File: src/rtl/lsu_pkg.sv
// Shared types and constants for the load/store unit: FSM states,
// RV32I load/store funct3 codes and the opcodes the core decodes.
package lsu_pkg;

  typedef enum logic [1:0] {
    IDLE,
    BUS,
    RESP
  } state_t;

  localparam logic [2:0] LB  = 3'b000;
  localparam logic [2:0] LH  = 3'b001;
  localparam logic [2:0] LW  = 3'b010;
  localparam logic [2:0] LBU = 3'b100;
  localparam logic [2:0] LHU = 3'b101;

  localparam logic [2:0] SB = 3'b000;
  localparam logic [2:0] SH = 3'b001;
  localparam logic [2:0] SW = 3'b010;

  localparam logic [6:0] OP_LOAD  = 7'b0000011;
  localparam logic [6:0] OP_STORE = 7'b0100011;

endpackage

File: src/rtl/lsu_align.sv
// Combinational lane logic: byte enables, store-data replication and fault
// detection on the request side; lane select and sign/zero extension on return.
module lsu_align
  import lsu_pkg::*;
(
  input  logic        store,
  input  logic [2:0]  funct3,
  input  logic [1:0]  addr_lo,
  input  logic [31:0] wdata,
  output logic [3:0]  byte_enable,
  output logic [31:0] data_out,
  output logic        fault,
  input  logic [2:0]  rsp_funct3,
  input  logic [1:0]  rsp_addr_lo,
  input  logic [31:0] rdata,
  output logic [31:0] rdata_ext
);

  logic        illegal;
  logic        misaligned;
  logic [31:0] shifted;

  always_comb begin
    illegal     = store ? (funct3 > SW)
                        : (funct3 == 3'b011 || funct3 == 3'b110 || funct3 == 3'b111);
    misaligned  = 1'b0;
    byte_enable = 4'b1111;
    data_out    = wdata;
    case (funct3[1:0])
      2'b00: begin
        byte_enable = 4'b0001 << addr_lo;
        data_out    = {4{wdata[7:0]}};
      end
      2'b01: begin
        misaligned  = addr_lo[0];
        byte_enable = addr_lo[1] ? 4'b1100 : 4'b0011;
        data_out    = {2{wdata[15:0]}};
      end
      default: misaligned = (addr_lo != 2'b00);
    endcase
    fault = illegal || misaligned;
  end

  always_comb begin
    shifted = rdata >> {rsp_addr_lo, 3'b000};
    case (rsp_funct3)
      LB:      rdata_ext = {{24{shifted[7]}}, shifted[7:0]};
      LH:      rdata_ext = {{16{shifted[15]}}, shifted[15:0]};
      LW:      rdata_ext = rdata;
      LBU:     rdata_ext = {24'h0, shifted[7:0]};
      LHU:     rdata_ext = {16'h0, shifted[15:0]};
      default: rdata_ext = '0;
    endcase
  end

endmodule

File: src/rtl/load_store_unit.sv
// RV32I memory-access stage: one request per transaction, registered bus
// strobes held until ack or timeout, single-cycle tagged response.
module load_store_unit
  import lsu_pkg::*;
#(
  parameter int unsigned TIMEOUT_CYCLES = 255
) (
  input  logic        clk,
  input  logic        rst_n,
  input  logic        REQ_VALID,
  output logic        REQ_READY,
  input  logic        REQ_STORE,
  input  logic [2:0]  REQ_FUNCT3,
  input  logic [31:0] REQ_ADDR,
  input  logic [31:0] REQ_WDATA,
  input  logic [4:0]  REQ_RD,
  output logic        RESP_VALID,
  output logic [31:0] RESP_RDATA,
  output logic [4:0]  RESP_RD,
  output logic        RESP_ERR,
  output logic [31:0] DATA_ADDR,
  output logic [31:0] DATA_OUT,
  input  logic [31:0] DATA_IN,
  output logic [3:0]  BYTE_ENABLE,
  output logic        WRITE_ENABLE,
  output logic        READ_ENABLE,
  input  logic        DATA_ACK
);

  state_t      state;
  logic        store_q;
  logic [2:0]  funct3_q;
  logic [1:0]  addr_lo_q;
  logic [4:0]  rd_q;
  logic [31:0] wait_count;

  logic [3:0]  be_next;
  logic [31:0] dout_next;
  logic        fault;
  logic [31:0] rdata_ext;

  lsu_align u_align (
    .store       (REQ_STORE),
    .funct3      (REQ_FUNCT3),
    .addr_lo     (REQ_ADDR[1:0]),
    .wdata       (REQ_WDATA),
    .byte_enable (be_next),
    .data_out    (dout_next),
    .fault       (fault),
    .rsp_funct3  (funct3_q),
    .rsp_addr_lo (addr_lo_q),
    .rdata       (DATA_IN),
    .rdata_ext   (rdata_ext)
  );

  assign REQ_READY = (state == IDLE);

  always_ff @(posedge clk) begin
    if (!rst_n) begin
      state        <= IDLE;
      store_q      <= 1'b0;
      funct3_q     <= '0;
      addr_lo_q    <= '0;
      rd_q         <= '0;
      wait_count   <= '0;
      RESP_VALID   <= 1'b0;
      RESP_ERR     <= 1'b0;
      RESP_RDATA   <= '0;
      RESP_RD      <= '0;
      DATA_ADDR    <= '0;
      DATA_OUT     <= '0;
      BYTE_ENABLE  <= '0;
      READ_ENABLE  <= 1'b0;
      WRITE_ENABLE <= 1'b0;
    end else begin
      case (state)
        IDLE: begin
          if (REQ_VALID) begin
            store_q    <= REQ_STORE;
            funct3_q   <= REQ_FUNCT3;
            addr_lo_q  <= REQ_ADDR[1:0];
            rd_q       <= REQ_RD;
            wait_count <= '0;
            if (fault) begin
              state      <= RESP;
              RESP_VALID <= 1'b1;
              RESP_ERR   <= 1'b1;
              RESP_RDATA <= '0;
              RESP_RD    <= '0;
            end else begin
              state        <= BUS;
              DATA_ADDR    <= {REQ_ADDR[31:2], 2'b00};
              BYTE_ENABLE  <= be_next;
              DATA_OUT     <= dout_next;
              READ_ENABLE  <= !REQ_STORE;
              WRITE_ENABLE <= REQ_STORE;
            end
          end
        end
        BUS: begin
          // Ack is tested first so it wins over a timeout landing in the same cycle.
          if (DATA_ACK) begin
            state        <= RESP;
            READ_ENABLE  <= 1'b0;
            WRITE_ENABLE <= 1'b0;
            RESP_VALID   <= 1'b1;
            RESP_ERR     <= 1'b0;
            RESP_RDATA   <= store_q ? '0 : rdata_ext;
            RESP_RD      <= store_q ? '0 : rd_q;
          end else begin
            wait_count <= wait_count + 32'd1;
            if (TIMEOUT_CYCLES != 0 && wait_count + 32'd1 == TIMEOUT_CYCLES) begin
              state        <= RESP;
              READ_ENABLE  <= 1'b0;
              WRITE_ENABLE <= 1'b0;
              RESP_VALID   <= 1'b1;
              RESP_ERR     <= 1'b1;
              RESP_RDATA   <= '0;
              RESP_RD      <= '0;
            end
          end
        end
        RESP: begin
          state      <= IDLE;
          RESP_VALID <= 1'b0;
          RESP_ERR   <= 1'b0;
        end
        default: state <= IDLE;
      endcase
    end
  end

endmodule

File: config.mk
export PLATFORM = sky130hd
export DESIGN_NAME = load_store_unit
export DESIGN_NICKNAME = d
export VERILOG_FILES = /design/src/rtl/lsu_pkg.sv /design/src/rtl/lsu_align.sv /design/src/rtl/load_store_unit.sv
export SDC_FILE = /design/constraint.sdc
export NUM_CORES = 1
export LEC_CHECK = 0
export CAP_MARGIN = 30
export CORE_ASPECT_RATIO = 1.25
export CORE_MARGIN = 8
export CORE_UTILIZATION = 31
export DETAILED_ROUTE_END_ITERATION = 10
export REMOVE_ABC_BUFFERS = 1
export SETUP_SLACK_MARGIN = 0.05
export SYNTH_ARGS = -nofsm -noshare
export SYNTH_HDL_FRONTEND = slang
export SYNTH_SLANG_ARGS = --single-unit
File: constraint.sdc
create_clock -name clk -period 8.2 [get_ports clk]
set_input_delay 1.64 -clock clk [delete_from_list [all_inputs] [get_ports clk]]
set_output_delay 1.64 -clock clk [all_outputs]
set_load 0.01 [all_outputs]
Run 1, sequential cells grouped by signal name:
(1.5 px per µm) Other sequential cells in the stronger gray, the rest of the logic in the fainter gray.
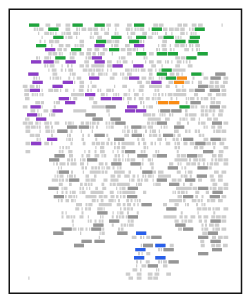
Key: purple = DATA_OUT [flops 32]; green = DATA_ADDR [flops 30]; blue = rd_q [flops 5, where bottom middle]; orange = BYTE_ENABLE [flops 4]
Another 81 sequential cells are not colored.

Run 1, placed standard cells:
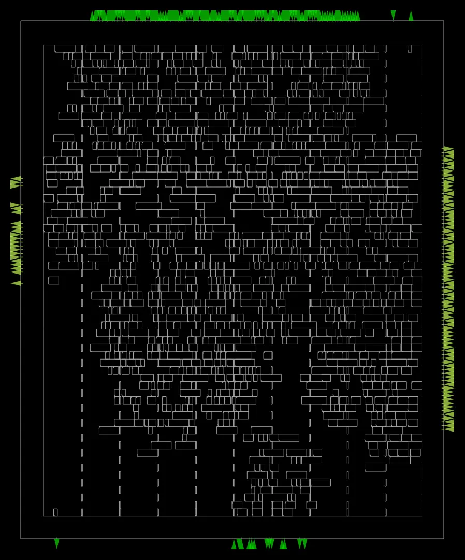
Core Area: 23,570 µm²
fin cells: 1,406

==> impl_metrics.py, run 1 <==
# Metrics from the implementation run
metrics = {
    "detailed_routing": {
        "num_vias": 7345,
        "drc": 0,
        "dr.first_iter.drc_count": 448,
        "finalWirelength_mm": 24.96,
        "avgViaCountPerCell": 5.224,
        "ant_nets": 0,
        "wl_per_cell_um": 17.75,
    },
    "flow_run": {
        "warnings": 26,
        "maxCapViolCount": 0,
    },
    "grt": {
        "grt_max_degree": 90,
        "use_met3_pct": 3.805,
        "grt.busiest_layer": "met2",
        "use_met2_pct": 29.49,
        "grt_overflow": 0,
        "track_usage_pct": 16.82,
        "antenna_found_initial": 0,
        "grt_pass1_wl_mm": 39.60,
        "grt_pass1_vias": 7122,
        "met1_usage_pct": 19.85,
    },
    "final_layout": {
        "layout_top_cells": "clkdlybuf4s50_1 (216), nand2_1 (167), dfxtp_1 (152)",
        "nNetsFinal": 1212,
        "area_delta_synth_final_pct": 38.98,
        "layout-drive-gt1-share_pct": 5.296,
        "lay_top_count": "clkdlybuf4s50_1",
    },
    "critical_path": {
        "path_class": "in -> reg",
        "required_ns": 8.53,
        "reg2reg_setup_slack_ns": 4.49,
        "startpoint_type": "primary input",
        "critPathLaunch": "REQ_FUNCT3[0]",
        "path_max_fanout": 84,
        "rr_worst_depth": 9,
        "reg2reg_from": "wait_count[19]",
        "cp-end-kind": "register",
        "cp.arrival_ns": 4.41,
    },
    "timing": {
        "worstMarginPinSlew_ns": 1.027,
        "fin_crit_ns": 4.083,
        "fmax_ghz": 0.2449,
        "setup_tns_ns": 0,
        "slew_headroom_pct": 31.54,
        "maxSlewViolCount": 0,
        "rsz0062_at_grt": "no",
        "finClkSkew_ns": 0.01490,
        "timing.final.crit_share_pct": 49.79,
    },
    "pwr": {
        "intPower_uw": 1331,
        "power_frac_comb_pct": 15.2,
        "clockPowerShare_pct": 42.4,
        "ir_drop_uv": 134.2,
        "p_seq_share_pct": 42.4,
        "swShare_pct": 28.04,
        "power_switching_uw": 518.9,
        "power_uw": 1850,
    },
    "place": {
        "place_congestion": 0.8074,
        "dp_hpwl_mm": 17.59,
        "port_buffers": 216,
    },
    "clock_network": {
        "numCtsBuffers": 17,
        "path_clk_slew_ns": 0.08,
        "h-tree-depth": 4,
        "cts-hold-fix-buffers": 0,
        "cts_setup_buffers": 0,
        "clkLatencyLatePin_ns": 0.43,
        "cts.sinks": 152,
        "cts_max_path_buffers": 2,
    },
    "die": {
        "die_x_um": 153.8,
        "die_h_um": 188.3,
        "fp_util_pct": 31.23,
        "ios": 219,
    },
    "synthesis": {
        "synthArstFlopShare_pct": 0,
        "yosysCellCount": 935,
        "synth_cell_types": 59,
        "synth_cells": 935,
        "yosysWarnings": 0,
        "ys_seq_share_pct": 41.34,
        "yosys_register_bits": 152,
        "syn_avg_cell_area_um2": 7.873,
        "ys.flop_type": "dfxtp_1",
        "edf_count": 0,
    },
    "worst_hold_path": {
        "holdPathEnd": "rd_q[4]",
        "hp-class": "reg -> reg",
        "min_path_cells": 2,
    },
    "status": {
        "status": "finished clean",
    },
}
Run 1, placement by cell class:
(1.5 px per µm)
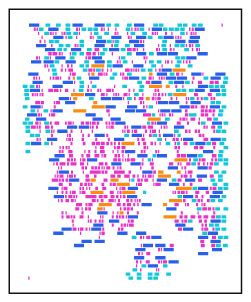
Key: magenta = combinational and other logic [cells 703]; cyan = other buffers and delay cells [cells 227]; blue = flops [cells 152]; orange = clock drivers and dummy loads [cells 32]
sequential cell area share: 29.75%
Non-Filler Cell Area, Final: 10,230 µm²
Util after Layout: 43.40%
# rows: 63

-- run 1: cells in the mapped netlist (7+ instances only) --
cell | n | area (µm²)
and3_1 | 7 | 43.79
or3_1 | 7 | 43.79
a211oi_1 | 28 | 210.2
buf_2 | 7 | 35.03
nand3_1 | 17 | 85.08
a21oi_1 | 125 | 625.6
nor2b_1 | 10 | 62.56
nor3_1 | 15 | 75.07
a311oi_1 | 20 | 175.2
clkbuf_1 | 61 | 229.0
xnor2_1 | 7 | 61.31
nor2_1 | 80 | 300.3
o22ai_1 | 7 | 43.79
mux2i_1 | 26 | 260.3
nand4_1 | 9 | 56.30
o2bb2ai_1 | 26 | 227.7
a22o_1 | 12 | 105.1
a31oi_1 | 10 | 62.56
inv_1 | 11 | 41.29
nand2_1 | 167 | 626.9
o21ai_0 | 46 | 230.2
dfxtp_1 | 152 | 3043
-- run 1: cell families (layout without fill, tap and decap cells) --
family | Yosys count | in the layout | synth area share [%]
and+or+nand+nor | 352 | 352 | 22.32
AOI/OAI and AO/OA | 299 | 299 | 25.65
DFF | 152 | 152 | 41.34
buffers and inverters | 92 | 270 | 5.422
muxes | 27 | 27 | 3.689
xor gates and xnor gates | 10 | 10 | 1.190
adders and majority gates | 2 | 2 | 0.3399
other | 1 | 2 | 0.05095
-- run 1: sequential cells by signal (all words and copies together), names as in the netlist, 2 cells and up --
| register | count |
|---|---|
| DATA_OUT | 32 |
| RESP_RD | 5 |
| rd_q | 5 |
| BYTE_ENABLE | 4 |
| DATA_ADDR | 30 |
| wait_count | 32 |
| state | 2 |
| RESP_RDATA | 32 |
| funct3_q | 3 |
| addr_lo_q | 2 |
-- run 1: routing by layer --
layer	routed length [µm]	vias to the layer above
met4	480	0
met3	1343	26
met2	12550	215
met5	0	-
li1	-	3679
met1	10590	3425
-- run 1: per-stage QoR --
| stage | hold WS, ns | instance area (µm²) | instances | utilization [%] | setup slack [ns] |
|---|---|---|---|---|---|
| detailed placement | 0.4453 | 9644 | 1374 | 40.92 | 3.711 |
| global route | 0.4660 | 10230 | 1406 | 43.40 | 3.942 |
| CTS | 0.4549 | 10230 | 1406 | 43.40 | 4.148 |
| finish | 0.4533 | 10230 | 1406 | 43.40 | 4.117 |
| floorplan | 0.4360 | 7007 | 855 | - | 2.976 |
| global placement | 0.4410 | 9629 | 1373 | 40.86 | 3.847 |
-- run 1: layout make-up --
cell class	instances	area [µm²]
Clock inverter	14	156.4
Timing Repair Buffer	227	2252
Tap cell	292	365.4
Multi-Input combinational cell	692	3941
Clock buffer	18	429.2
Sequential cell	152	3043
Inverter	11	42.54
Fill cell	2353	13340
-- run 1: power groups by stage --
stage          Combinational, µW  Clock (µW)  Sequential [µW]
2_1_floorplan                117           0              808
3_3_place_gp                 277           0              802
3_5_place_dp                 282           0              801
4_1_cts                      283         810              784
5_1_grt                      307         845              788
6_report                     281         785              784
-- run 1: worst max-delay path: stages --
cell,delay [ns]
clkdlybuf4s50_1,0.42
buf_4,0.24
nor4_1,0.73
nor2_1,0.18
nor2_4,0.11
buf_4,0.65
nor2_1,0.09
a311oi_1,0.29
==> run 1 -> run 2 <==
- clock period: 8.2 -> 3.86 ns (I/O delays scaled with it)
Run 2, clock wires, drivers and flops:
(1.5 px per µm)
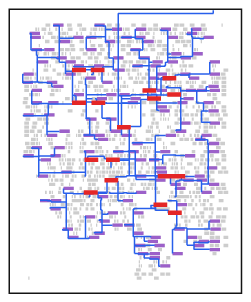
Key: red = clock drivers [count 17]; blue = clock wires [length 2,180 µm]; purple = flip-flops [count 152]
Position of the flops: widely spread.
worst clock skew: 0.01376 ns
Late-Pin Clk Latency: 0.42 ns
clock share of power: 42.8%
clock-net power: 1700 µW

Run 2, sequential cells grouped by signal name:
(1.5 px per µm) Other sequential cells in the stronger gray, the rest of the logic in the fainter gray.
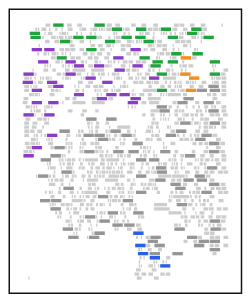
Seq. cell area: 3043 µm²
Util after Layout: 43.88%
sequential cell area share: 29.42%

Run 2, placed standard cells:
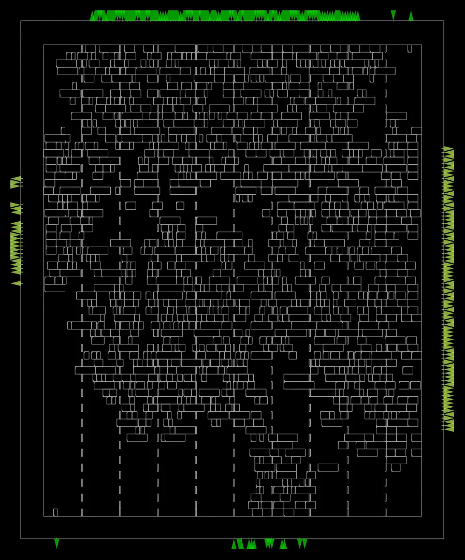
Flops: 152
fin cells: 1,419
Layout fillers: 2,396

==> run 2 against run 1 <==
Effect of this change:
- sequential share of layout area fell by 0.32 points
- register-to-register slack got worse by 4.2 ns
- sequential power rose by 110%
- total power rose by 110%
- critical path type is now reg -> reg
- critical endpoint is now RESP_RD[0]
- largest cell class unchanged
- largest power group unchanged
==> impl_metrics.py, run 2 <==
# Metrics from the implementation run
metrics = {
    "pwr": {
        "power_switching_uw": 1081,
        "p_seq_share_pct": 41.9,
        "swShare_pct": 27.25,
        "power_frac_comb_pct": 15.4,
        "intPower_uw": 2887,
    },
    "critical_path": {
        "path_buffers": 1,
        "startpoint_type": "register",
        "path_cells": "and4_1 -> nand4_4 -> o31a_1 -> nor4_1 -> or4b_1 -> o41a_1 -> o31a_1 -> buf_4 -> a22o_1",
        "cp-end-kind": "register",
        "cp_slowest_cell": "or4b_1",
        "reg2reg_setup_slack_ns": 0.28,
        "rr_worst_depth": 9,
        "path_class": "reg -> reg",
        "cp_top_family": "simple AND/OR/NAND/NOR gates",
        "reg2reg_from": "wait_count[4]",
        "cp.arrival_ns": 3.89,
    },
    "grt": {
        "antenna_found_initial": 0,
        "grt_max_degree": 87,
        "grt_pass1_vias": 6937,
        "grt_pass1_wl_mm": 39.42,
        "grt_overflow": 0,
    },
    "synthesis": {
        "compound_area_share_pct": 25.65,
        "xor_area_share_pct": 1.190,
        "synthArstFlopShare_pct": 0,
        "yosys.area_share.adder_pct": 0.3400,
        "topCellsByArea": "dfxtp_1 (41%), nand2_1 (8.5%), a21oi_1 (8.5%), nor2_1 (4.1%), mux2i_1 (3.5%)",
        "yosys.area.top_type": "dfxtp_1",
        "top_cell": "nand2_1",
        "ys.flop_type": "dfxtp_1",
        "synth_cell_types": 59,
        "ys_seq_share_pct": 41.34,
        "syn_avg_cell_area_um2": 7.873,
        "yosys_register_bits": 152,
        "logic_family": "AND-OR/OR-AND gates",
        "yosys.area.top_type_share_pct": 41.34,
        "ys_sh_mux_pct": 3.689,
    },
    "final_layout": {
        "layout-drive-gt1-share_pct": 6.477,
        "top_regs": "DATA_OUT: 32 flops, RESP_RDATA: 32 flops, wait_count: 32 flops",
        "lay_top_count": "clkdlybuf4s50_1",
        "area_delta_synth_final_pct": 40.51,
        "design_area_um2": 10340,
    },
    "die": {
        "coreArea_um2": 23570,
        "fp_util_pct": 31.23,
        "die_h_um": 188.3,
        "die_x_um": 153.8,
        "ios": 219,
        "rows": 63,
    },
    "place": {
        "dpl.cell_count": 1388,
        "place_area_um2": 9754,
        "place_congestion": 0.8318,
    },
    "clock_network": {
        "cts_setup_buffers": 0,
        "path_clk_slew_ns": 0.06,
        "cts.sinks": 152,
        "cts-hold-fix-buffers": 0,
        "cts_max_path_buffers": 2,
        "numCtsBuffers": 17,
    },
    "detailed_routing": {
        "num_vias": 7317,
        "avgViaCountPerCell": 5.156,
        "dr.first_iter.drc_count": 323,
        "drc": 0,
    },
    "timing": {
        "rsz0062_at_grt": "no",
        "fmax_ghz": 0.2795,
        "setup_tns_ns": 0,
        "fin_crit_ns": 3.578,
        "timing.final.crit_share_pct": 92.71,
        "maxSlewViolCount": 0,
    },
    "worst_hold_path": {
        "min_path_cells": 2,
    },
    "flow_run": {
        "maxCapViolCount": 0,
    },
    "status": {
        "status": "finished clean",
    },
}
-- run 2: cell families after synthesis --
group                      Yosys count
buffers and inverters               92
AOI/OAI and AO/OA                  299
and+or+nand+nor                    352
adders and majority gates            2
xor gates and xnor gates            10
other                                1
DFF                                152
muxes                               27
-- run 2: worst min-delay path: stages, from the launching register on --
cell and delay (ns):
dfxtp_1 0.31, nand2_1 0.05, a21oi_1 0.05
-- run 2: worst max path at each step --
stage,from,to,slack (ns),cells after the start
CTS,wait_count[4],RESP_RDATA[10],0.31,9
finish,wait_count[4],RESP_RD[0],0.28,9
floorplan,REQ_ADDR[0],DATA_OUT[10],-0.50,4
global placement,wait_count[4],RESP_RDATA[9],0.38,9
detailed placement,wait_count[4],RESP_RD[3],0.33,9
global route,wait_count[4],RESP_RD[4],0.07,9
-- run 2: routing by layer --
layer,up-vias,GRT usage [%],share of wire [%]
li1,3719,-,-
met3,23,3.713,4.4
met1,3398,20.50,44
met2,177,29.20,50
met5,-,0,0
met4,0,4.985,1.7
-- run 2: area by class of cell --
| class | count | area [µm²] | share of cell area (%) |
|---|---|---|---|
| tap | 292 | 365.4 | 3.533 |
| clock buffer | 17 | 425.4 | 4.113 |
| inverter | 11 | 42.54 | 0.4113 |
| timing repair buffer | 241 | 2362 | 22.84 |
| sequential | 152 | 3043 | 29.42 |
| clock inverter | 14 | 162.7 | 1.573 |
| multi-input combinational | 692 | 3941 | 38.11 |
-- run 2: through the flow --
stage / hold slack (ns) / util (%) / setup WS, ns / total power [µW]
after detailed placement: 0.4461 / 41.39 / 0.3253 / 2311
after global routing: 0.4737 / 43.88 / 0.07352 / 4144
after CTS: 0.4551 / 43.88 / 0.3084 / 4016
after global placement: 0.4414 / 41.39 / 0.3826 / 2307
after floorplan: 0.4360 / - / -0.4958 / 1964
final: 0.4527 / 43.88 / 0.2816 / 3968
-- run 2: power groups by stage --
stage          Sequential, µW  Combinational (µW)  Clock, µW
2_1_floorplan            1720                 248          0
3_3_place_gp             1690                 613          0
3_5_place_dp             1700                 615          0
4_1_cts                  1660                 619       1740
5_1_grt                  1670                 670       1800
6_report                 1660                 611       1700
No activity file was given, so power comes from the tool's default toggle rates.
